### src/rtl/entry_seq_pkg.sv
// entry_seq_pkg
// Shared types and helpers for the digit-entry sequencer.
//   seq_state_e : sequencer FSM states
//   led_step()  : 1-based step number shown on the led output
package entry_seq_pkg;

  typedef enum logic [1:0] {
    LOAD_WAIT   = 2'd0,
    LOAD_STROBE = 2'd1,
    RESULT      = 2'd2
  } seq_state_e;

  // In the result phase the step count continues after the last operand
  // digit, so the user sees one unbroken numbering for the whole session.
  function automatic int unsigned led_step(
    input logic        in_result,
    input int unsigned operand,
    input int unsigned digit,
    input int unsigned digits,
    input int unsigned num_operands
  );
    if (in_result) begin
      return num_operands * digits + digit + 1;
    end
    return operand * digits + digit + 1;
  endfunction

endpackage

### src/rtl/entry_sequencer_button_edge.sv
// button_edge
// Synchronises a raw push-button into the clk domain and produces a
// one-cycle press pulse per rising edge. No debounce filter.
// Ports:
//   clk   : system clock
//   rst   : asynchronous active-low reset
//   boton : raw asynchronous button, active-high
//   press : one-cycle pulse per rising edge of the synchronised button
module button_edge #(
  parameter int SYNC_STAGES = 2
) (
  input  logic clk,
  input  logic rst,
  input  logic boton,
  output logic press
);

  logic [SYNC_STAGES-1:0] sync_q;
  logic                   history;
  logic                   sync_out;

  assign sync_out = sync_q[SYNC_STAGES-1];

  // press is registered so it appears one edge after sync_out rises; this
  // places the accepted strobe SYNC_STAGES+1 edges after the first sample.
  always_ff @(posedge clk or negedge rst) begin
    if (!rst) begin
      sync_q  <= '0;
      history <= 1'b0;
      press   <= 1'b0;
    end else begin
      sync_q  <= {sync_q[SYNC_STAGES-2:0], boton};
      history <= sync_out;
      press   <= sync_out & ~history;
    end
  end

endmodule

### src/rtl/entry_sequencer.sv
// entry_sequencer
// Steps the user through NUM_OPERANDS operands of DIGITS digits each with a
// single push-button, strobing loaddata once per accepted digit, then lets
// the user browse RES_DIGITS result digits.
// Ports:
//   clk             : system clock
//   rst             : asynchronous active-low reset
//   boton           : raw push-button, active-high
//   inputdata_ready : datapath can accept a digit this cycle
//   loaddata        : one-cycle strobe, capture digit at operand_idx/digit_idx
//   operand_idx     : operand currently being entered
//   digit_idx       : digit being entered or displayed
//   result_phase    : high once all operands are loaded
//   rejected        : one-cycle pulse, press ignored because datapath not ready
//   led             : current 1-based step number
module entry_sequencer
  import entry_seq_pkg::*;
#(
  parameter int NUM_OPERANDS = 2,
  parameter int DIGITS       = 4,
  parameter int RES_DIGITS   = 4,
  parameter int SYNC_STAGES  = 2,
  parameter int LED_W        = 4,
  localparam int OP_W    = (NUM_OPERANDS > 1) ? $clog2(NUM_OPERANDS) : 1,
  localparam int DIG_MAX = (DIGITS > RES_DIGITS) ? DIGITS : RES_DIGITS,
  localparam int DIG_W   = (DIG_MAX > 1) ? $clog2(DIG_MAX) : 1
) (
  input  logic             clk,
  input  logic             rst,
  input  logic             boton,
  input  logic             inputdata_ready,
  output logic             loaddata,
  output logic [OP_W-1:0]  operand_idx,
  output logic [DIG_W-1:0] digit_idx,
  output logic             result_phase,
  output logic             rejected,
  output logic [LED_W-1:0] led
);

  if (NUM_OPERANDS < 1 || DIGITS < 1 || RES_DIGITS < 1 || SYNC_STAGES < 2) begin : g_bad_size
    $error("entry_sequencer: size parameters out of range");
  end

  if ((2 ** LED_W) <= (NUM_OPERANDS * DIGITS + RES_DIGITS)) begin : g_led_narrow
    $error("entry_sequencer: LED_W too narrow for the number of steps");
  end

  localparam logic [DIG_W-1:0] LAST_DIGIT = DIG_W'(DIGITS - 1);
  localparam logic [DIG_W-1:0] LAST_RES   = DIG_W'(RES_DIGITS - 1);
  localparam logic [OP_W-1:0]  LAST_OP    = OP_W'(NUM_OPERANDS - 1);

  seq_state_e       state;
  seq_state_e       state_next;
  logic             press;
  logic [OP_W-1:0]  op_next;
  logic [DIG_W-1:0] dig_next;
  logic             rej_next;
  logic [LED_W-1:0] led_next;

  button_edge #(
    .SYNC_STAGES(SYNC_STAGES)
  ) u_button_edge (
    .clk  (clk),
    .rst  (rst),
    .boton(boton),
    .press(press)
  );

  // Outputs decoded straight from the state register so an asynchronous
  // reset drops loaddata immediately.
  assign loaddata     = (state == LOAD_STROBE);
  assign result_phase = (state == RESULT);

  // Indices advance on leaving LOAD_STROBE, so during the strobe they still
  // address the digit being captured. A press during LOAD_STROBE is dropped.
  always_comb begin
    state_next = state;
    op_next    = operand_idx;
    dig_next   = digit_idx;
    rej_next   = 1'b0;
    case (state)
      LOAD_WAIT: begin
        if (press) begin
          if (inputdata_ready) begin
            state_next = LOAD_STROBE;
          end else begin
            rej_next = 1'b1;
          end
        end
      end
      LOAD_STROBE: begin
        if (digit_idx != LAST_DIGIT) begin
          dig_next   = digit_idx + 1'b1;
          state_next = LOAD_WAIT;
        end else begin
          dig_next = '0;
          if (operand_idx != LAST_OP) begin
            op_next    = operand_idx + 1'b1;
            state_next = LOAD_WAIT;
          end else begin
            state_next = RESULT;
          end
        end
      end
      RESULT: begin
        if (press) begin
          dig_next = (digit_idx == LAST_RES) ? '0 : digit_idx + 1'b1;
        end
      end
      default: begin
        state_next = LOAD_WAIT;
      end
    endcase
    led_next = LED_W'(led_step(state_next == RESULT, 32'(op_next), 32'(dig_next),
                               DIGITS, NUM_OPERANDS));
  end

  always_ff @(posedge clk or negedge rst) begin
    if (!rst) begin
      state       <= LOAD_WAIT;
      operand_idx <= '0;
      digit_idx   <= '0;
      rejected    <= 1'b0;
      led         <= LED_W'(1);
    end else begin
      state       <= state_next;
      operand_idx <= op_next;
      digit_idx   <= dig_next;
      rejected    <= rej_next;
      led         <= led_next;
    end
  end

endmodule

### config.mk
export PLATFORM = sky130hd
export DESIGN_NAME = entry_sequencer
export DESIGN_NICKNAME = d
export VERILOG_FILES = /design/src/rtl/entry_seq_pkg.sv /design/src/rtl/entry_sequencer_button_edge.sv /design/src/rtl/entry_sequencer.sv
export SDC_FILE = /design/constraint.sdc
export NUM_CORES = 1
export LEC_CHECK = 0
export ABC_AREA = 1
export CORE_ASPECT_RATIO = 1.25
export CORE_MARGIN = 1
export CORE_UTILIZATION = 30
export CTS_CLUSTER_SIZE = 14
export DETAILED_ROUTE_END_ITERATION = 8
export GPL_TIMING_DRIVEN = 0
export HOLD_SLACK_MARGIN = 0.02
export PLACE_DENSITY_LB_ADDON = 0.08
export SYNTH_ARGS = -nofsm -noshare
export SYNTH_HDL_FRONTEND = slang
export SYNTH_SLANG_ARGS = --single-unit
### constraint.sdc
create_clock -name clk -period 4.4 [get_ports clk]
set_input_delay 0.88 -clock clk [delete_from_list [all_inputs] [get_ports clk]]
set_output_delay 0.88 -clock clk [all_outputs]
set_load 0.01 [all_outputs]
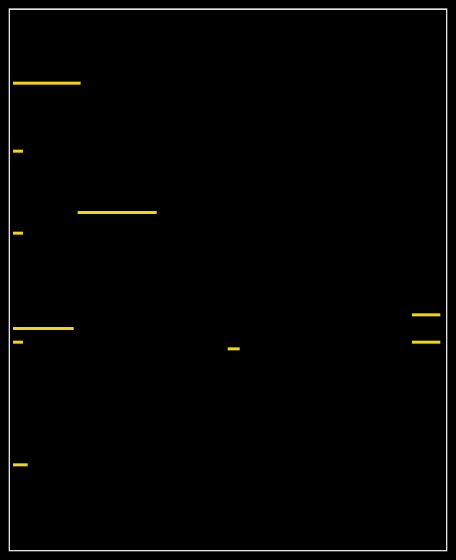
*M3 wires*
main direction	horizontal
share of all routed wire	2.8%
nets with wire on the layer	9
longest straight run	7.60 um

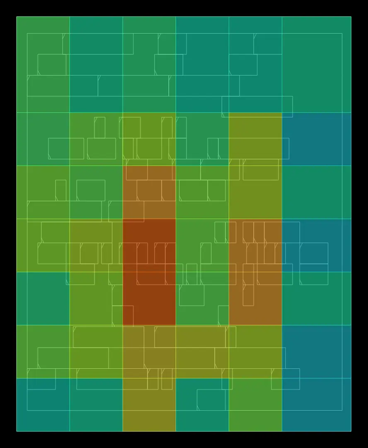
*Congestion heat map*
met1 usage: 14.7%
most used routing layer: met2
final core utilization: 41.3%
Routed WL per cell: 10.6 um
met2 Use GR: 19.2%

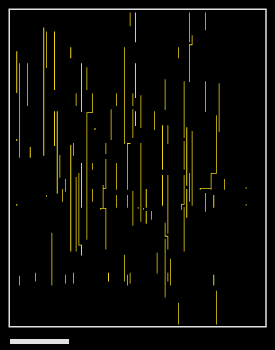
*The metal 2 layer*
The bar under the picture is 10 um long.
share of all routed wire	49%
main direction	vertical

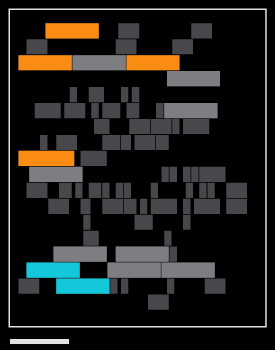
*Sequential cells coloured by netlist name*
The bar under the picture is 10 um long.
colour	signal	sequential cells
orange	led	4
cyan	u_button_edge.sync_q	2

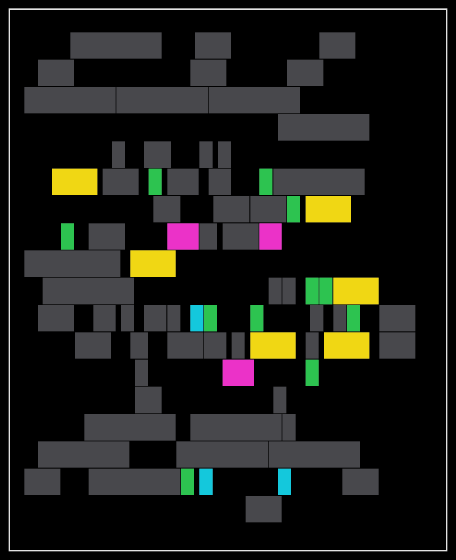
*Selected gate families*
colour	family	cells
yellow	fa/ha/maj cells	6
magenta	aoi and oai cells	3
green	inv cells	11
cyan	nor cells	3
Non-Filler Instances: 99
Comb/total area: 30.6%

[power breakdown]
group / switching [uW] / internal [uW]
registers: 10.5 / 151
logic: 45.5 / 51.2
clock network: 40.4 / 35.1
[sequential cells by signal, summed over array words and instances (netlist names)]
register / cells
operand_idx: 1
state: 2
rejected: 1
u_button_edge.sync_q: 2
u_button_edge.history: 1
u_button_edge.press: 1
led: 4
digit_idx: 2
[cells in the mapped netlist]
| cell | number |
|---|---|
| xnor2_1 | 1 |
| nand2_2 | 3 |
| a31oi_1 | 1 |
| a21oi_2 | 1 |
| ha_1 | 6 |
| nor2_1 | 3 |
| inv_1 | 10 |
| nand3_2 | 5 |
| nand2_1 | 13 |
| nand3_1 | 2 |
| dfstp_2 | 1 |
| inv_2 | 1 |
| o21ai_2 | 1 |
| dfrtp_1 | 13 |
| nand4_1 | 1 |
==> reports/qor.yml <==
outcome: "finished clean"
yosysTopAreaCell: "dfrtp_1"
biggestCellCategory: "sequential cells"
grt_use_met3_pct: 3.02
ctsHoldBuffers: 0
clock_latency_ns: 0.27
gp_congestion: 0.766
grt_use_total_pct: 12.1
logic_gates: 37
die_w_um: 43.5
leakage_uw: 0.000420
ys_cells: 62
max_freq_mhz: 404
hp-start: "u_button_edge.sync_q[0]"
drv_slew: 0
antenna_found_initial: 0
synthCells: 62
dpl_cell_area_um2: 801
whs_endpoint: "u_button_edge.sync_q[1]"
crit_path_max_incr_delay_ns: 0.56
rsz0062_at_grt: "no"
crit_fanout: 4
whs_path_depth: 0
critPathBufInv: 2
clock_buffers: 4
drive_above_1_share_pct: 19.0
setup_violations: 0
buf_share_pct: 15.7
synthXorXnorAreaFrac_pct: 1.36
